[src/rtl/vector_cache_pkg.sv]
// Shared vector-cache types: address, arbiter command, evict group and evict beat payloads.
// Latency: n/a (types, parameters and constants only).
// Backpressure: n/a.
package vector_cache_pkg;

  localparam int BUS_WIDTH            = 128;
  localparam int GROUP_WIDTH          = 1024;
  localparam int EVICT_BEATS          = GROUP_WIDTH / BUS_WIDTH;
  localparam int EVICT_BEAT_WIDTH     = $clog2(EVICT_BEATS);
  localparam int MSHR_ENTRY_IDX_WIDTH = 5;
  localparam int DB_ENTRY_IDX_WIDTH   = 4;
  localparam int TXNID_WIDTH          = 8;
  localparam int SIDEBAND_WIDTH       = 8;
  localparam int TAG_WIDTH            = 43;
  localparam int INDEX_WIDTH          = 10;
  localparam int OFFSET_WIDTH         = 9;
  // Byte offset bits covered by one bus beat (16 bytes per 128-bit beat).
  localparam int BEAT_BYTE_BITS       = $clog2(BUS_WIDTH / 8);
  // Offset bits that select bytes inside one 1024-bit group; the rest pick the group.
  localparam logic [OFFSET_WIDTH-1:0] GROUP_BYTE_MASK =
    OFFSET_WIDTH'((1 << (EVICT_BEAT_WIDTH + BEAT_BYTE_BITS)) - 1);

  typedef struct packed {
    logic [TAG_WIDTH-1:0]    tag;
    logic [INDEX_WIDTH-1:0]  index;
    logic [OFFSET_WIDTH-1:0] offset;
  } addr_t;

  typedef struct packed {
    addr_t                           addr;
    logic [MSHR_ENTRY_IDX_WIDTH-1:0] rob_entry_id;
    logic [DB_ENTRY_IDX_WIDTH-1:0]   db_entry_id;
    logic [TXNID_WIDTH-1:0]          txnid;
    logic [SIDEBAND_WIDTH-1:0]       sideband;
  } arb_out_req_t;

  typedef struct packed {
    logic [GROUP_WIDTH-1:0] data;
    arb_out_req_t           cmd;
  } ram_to_evdb_pld_t;

  typedef struct packed {
    logic [BUS_WIDTH-1:0]            data;
    addr_t                           addr;
    logic                            last;
    logic [MSHR_ENTRY_IDX_WIDTH-1:0] rob_entry_id;
    logic [DB_ENTRY_IDX_WIDTH-1:0]   db_entry_id;
    logic [TXNID_WIDTH-1:0]          txnid;
    logic [SIDEBAND_WIDTH-1:0]       sideband;
  } evict_to_ds_pld_t;

  // Byte offset of a beat: keep the group-select bits, replace the in-group bits with beat*16.
  function automatic logic [OFFSET_WIDTH-1:0] beat_offset(
    input logic [OFFSET_WIDTH-1:0]     group_offset,
    input logic [EVICT_BEAT_WIDTH-1:0] beat
  );
    return (group_offset & ~GROUP_BYTE_MASK) | (OFFSET_WIDTH'(beat) << BEAT_BYTE_BITS);
  endfunction

endpackage

[src/rtl/vec_cache_evict_buf.sv]
// Circular buffer of DEPTH evict groups with write/read pointers and occupancy count.
// Latency: a pushed entry becomes head on the cycle after the push edge (no bypass).
// Backpressure: caller only pushes when count < DEPTH; full/empty come from count alone.
module vec_cache_evict_buf
  import vector_cache_pkg::*;
#(
  parameter int DEPTH = 4
) (
  input  logic                     clk,
  input  logic                     rst,
  input  logic                     push,
  input  ram_to_evdb_pld_t         push_pld,
  input  logic                     pop,
  output ram_to_evdb_pld_t         head_pld,
  output logic [$clog2(DEPTH):0]   count
);

  localparam int PTR_W = $clog2(DEPTH);
  localparam int CNT_W = PTR_W + 1;

  ram_to_evdb_pld_t  mem [DEPTH];
  logic [PTR_W-1:0]  wptr;
  logic [PTR_W-1:0]  rptr;

  // Storage write; contents are deliberately left unreset.
  always_ff @(posedge clk) begin
    if (push) begin
      mem[wptr] <= push_pld;
    end
  end

  // Pointer and occupancy update; DEPTH is a power of two so pointers wrap naturally.
  always_ff @(posedge clk or posedge rst) begin
    if (rst) begin
      wptr  <= '0;
      rptr  <= '0;
      count <= '0;
    end else begin
      if (push) wptr <= wptr + PTR_W'(1);
      if (pop)  rptr <= rptr + PTR_W'(1);
      count <= count + CNT_W'(push) - CNT_W'(pop);
    end
  end

  assign head_pld = mem[rptr];

endmodule

[src/rtl/vec_cache_evict_serializer.sv]
// Buffers 1024-bit evict groups and emits each as 8 x 128-bit beats with per-beat addr/last.
// Latency: first beat one cycle after the push; done pulse one cycle after the last-beat handshake.
// Backpressure: out_pld holds while out_rdy is low; in_rdy drops when DEPTH groups are buffered.
module vec_cache_evict_serializer
  import vector_cache_pkg::*;
#(
  parameter int DEPTH = 4
) (
  input  logic                            clk,
  input  logic                            rst,
  input  logic                            in_vld,
  output logic                            in_rdy,
  input  ram_to_evdb_pld_t                in_pld,
  output logic                            out_vld,
  input  logic                            out_rdy,
  output evict_to_ds_pld_t                out_pld,
  output logic                            evict_done_vld,
  output logic [MSHR_ENTRY_IDX_WIDTH-1:0] evict_done_rob_id,
  output logic [$clog2(DEPTH):0]          count
);

  localparam int CNT_W = $clog2(DEPTH) + 1;

  ram_to_evdb_pld_t              head;
  logic [EVICT_BEAT_WIDTH-1:0]   beat;
  logic                          push;
  logic                          pop;
  logic                          last_beat;
  logic                          beat_hs;

  assign in_rdy    = (count < CNT_W'(DEPTH));
  assign push      = in_vld && in_rdy;
  assign out_vld   = (count != '0);
  assign last_beat = (beat == EVICT_BEAT_WIDTH'(EVICT_BEATS - 1));
  assign beat_hs   = out_vld && out_rdy;
  assign pop       = beat_hs && last_beat;

  vec_cache_evict_buf #(
    .DEPTH (DEPTH)
  ) u_buf (
    .clk      (clk),
    .rst      (rst),
    .push     (push),
    .push_pld (in_pld),
    .pop      (pop),
    .head_pld (head),
    .count    (count)
  );

  // Slice the head group into the current beat; every field depends only on registered state.
  always_comb begin
    out_pld              = '0;
    out_pld.data         = head.data[beat*BUS_WIDTH +: BUS_WIDTH];
    out_pld.addr.tag     = head.cmd.addr.tag;
    out_pld.addr.index   = head.cmd.addr.index;
    out_pld.addr.offset  = beat_offset(head.cmd.addr.offset, beat);
    out_pld.last         = last_beat;
    out_pld.rob_entry_id = head.cmd.rob_entry_id;
    out_pld.db_entry_id  = head.cmd.db_entry_id;
    out_pld.txnid        = head.cmd.txnid;
    out_pld.sideband     = head.cmd.sideband;
  end

  // Beat counter advances per accepted beat and restarts at 0 for the next group.
  always_ff @(posedge clk or posedge rst) begin
    if (rst) begin
      beat <= '0;
    end else if (beat_hs) begin
      beat <= last_beat ? '0 : beat + EVICT_BEAT_WIDTH'(1);
    end
  end

  // Registered completion pulse so the MSHR can release the evicting entry.
  always_ff @(posedge clk or posedge rst) begin
    if (rst) begin
      evict_done_vld    <= 1'b0;
      evict_done_rob_id <= '0;
    end else begin
      evict_done_vld <= pop;
      if (pop) evict_done_rob_id <= head.cmd.rob_entry_id;
    end
  end

  a_no_push_when_full: assert property (@(posedge clk) disable iff (rst)
    !(in_vld && in_rdy && count == CNT_W'(DEPTH)));

  a_out_stable: assert property (@(posedge clk) disable iff (rst)
    (out_vld && !out_rdy) |=> (out_vld && $stable(out_pld)));

  a_count_bound: assert property (@(posedge clk) disable iff (rst)
    count <= CNT_W'(DEPTH));

endmodule

[config.mk]
export PLATFORM = sky130hd
export DESIGN_NAME = vec_cache_evict_serializer
export DESIGN_NICKNAME = d
export VERILOG_FILES = /design/src/rtl/vector_cache_pkg.sv /design/src/rtl/vec_cache_evict_buf.sv /design/src/rtl/vec_cache_evict_serializer.sv
export SDC_FILE = /design/constraint.sdc
export NUM_CORES = 2
export LEC_CHECK = 0
export CAP_MARGIN = 20
export CELL_PAD_IN_SITES_DETAIL_PLACEMENT = 1
export CELL_PAD_IN_SITES_GLOBAL_PLACEMENT = 1
export CORE_UTILIZATION = 56
export CTS_CLUSTER_SIZE = 8
export DETAILED_ROUTE_END_ITERATION = 8
export PLACE_DENSITY_LB_ADDON = 0.1
export SYNTH_ARGS = -nofsm -noshare
export SYNTH_HDL_FRONTEND = slang
export SYNTH_HIERARCHICAL = 1
export SYNTH_MEMORY_MAX_BITS = 65536
export SYNTH_SLANG_ARGS = --single-unit
[constraint.sdc]
create_clock -name clk -period 40.3 [get_ports clk]
set_input_delay 12.09 -clock clk [delete_from_list [all_inputs] [get_ports clk]]
set_output_delay 12.09 -clock clk [all_outputs]
set_load 0.01 [all_outputs]
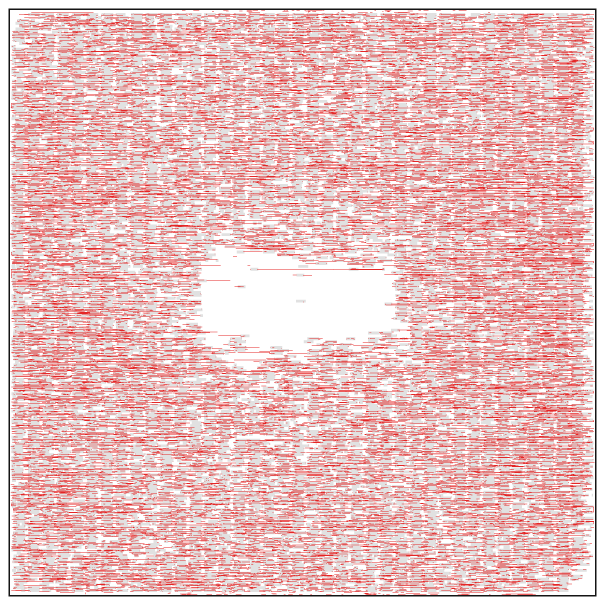
*Met1 routing*
Cells faint in the background.
8776 nets have wire on it. The wires run mostly horizontal. The layer carries 150 mm of wire.
via count: 77300
Post-Route WL: 442000 um

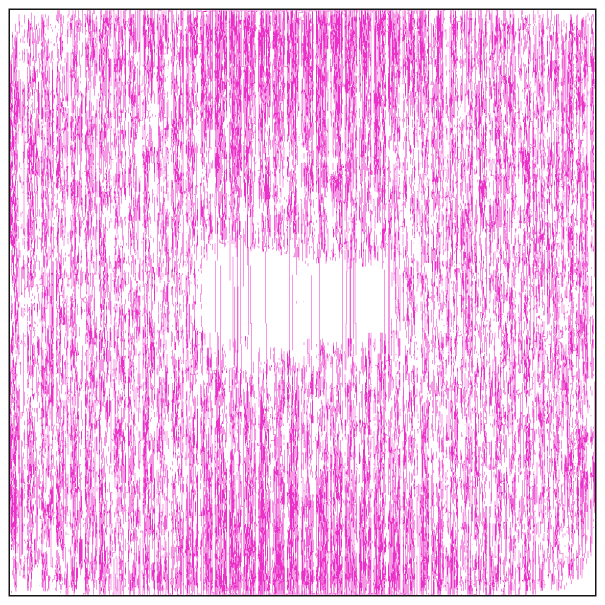
*Signal wires on met2*
The layer holds 50% of the routed length. The layer carries 222 mm of wire. 8904 nets have wire on it. The longest straight run is 192 um.
met2 usage: 0.472

==> GITHUB_STEP_SUMMARY <==
## Synthesis and layout report

| Metric | Value |
|---|---|
| DR top layer | met5 |
| Flop count | roughly 4400 |
| First-pass GRT wire length | just over 600000 um |
| Result of the run | finished clean |
| HPWL after detailed placement | roughly 270000 um |
| Boundary pin count | 1342 |
| CP peak stage delay | 0.88 ns |
| Final Skew | about 0.057 ns |
| Die area | around 0.30 mm^2 |
| Most frequent logic cell in the layout | edfxtp_1 |
| Drt pass-1 iters | 5 |
| Crit share post-route | 0.488 |
| Fillers | 21900 |
| Post-CTS Hold Buffers | 0 |
| WL/cell | roughly 36 um |
| OpenROAD warnings | 102 |
| Number of warning messages in the yosys log | 6 |
| Data arrival time of the worst path | between 7 and 8 ns |
| CP top delay family | buffers and inverters |
| Worst r2r path cells | 6 |
| Busiest grt layer | met2 |
| Slew of the pin with the lowest slew margin | around 1.3 ns |
| Starting DRT DRC Count | a little over 7000 |
| # diodes | 194 |
| Cells after DPL | between 10000 and 15000 |
| Grt met1 use | 0.342 |
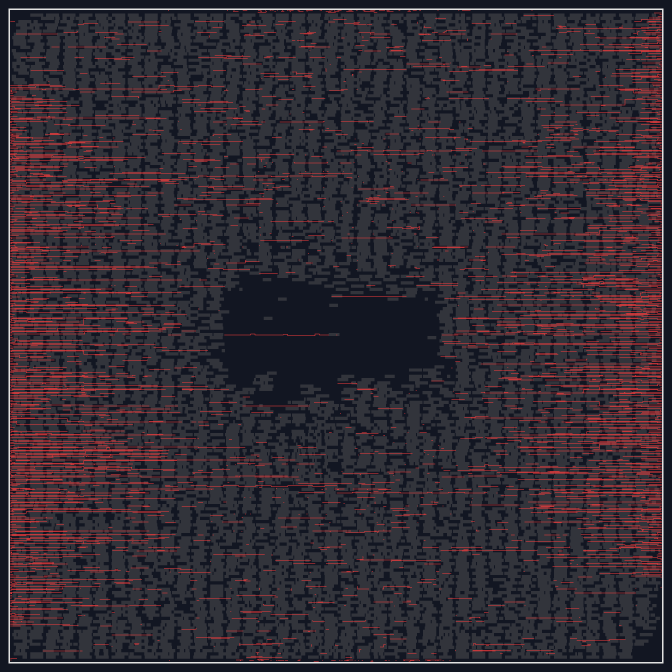
*Metal 3*
Cells faint in the background.
The wires run mostly horizontal. 1287 nets have wire on it. The layer holds 10% of the routed length. The layer carries 45.5 mm of wire. The longest straight run is 212 um.
met3 GRT Util: 0.110

worst min path at each step:
stage	cells after the start	startpoint	slack, ns	endpoint
floorplan	1	u_buf/wptr[0]	0.49	u_buf/wptr[0]
global placement	1	evict_done_rob_id[3]	0.49	evict_done_rob_id[3]
detailed placement	1	evict_done_rob_id[2]	0.51	evict_done_rob_id[2]
CTS	1	evict_done_rob_id[3]	0.52	evict_done_rob_id[3]
global route	1	evict_done_rob_id[3]	0.53	evict_done_rob_id[3]
finish	1	evict_done_rob_id[3]	0.52	evict_done_rob_id[3]
power by group:
part / internal (uW) / switching (uW) / total (uW)
sequential: 5780 / 206 / 5990
clock: 2780 / 1910 / 4690
combinational: 2170 / 2170 / 4340
total: 10700 / 4290 / 15000
No activity file was given, so power comes from the tool's default toggle rates.
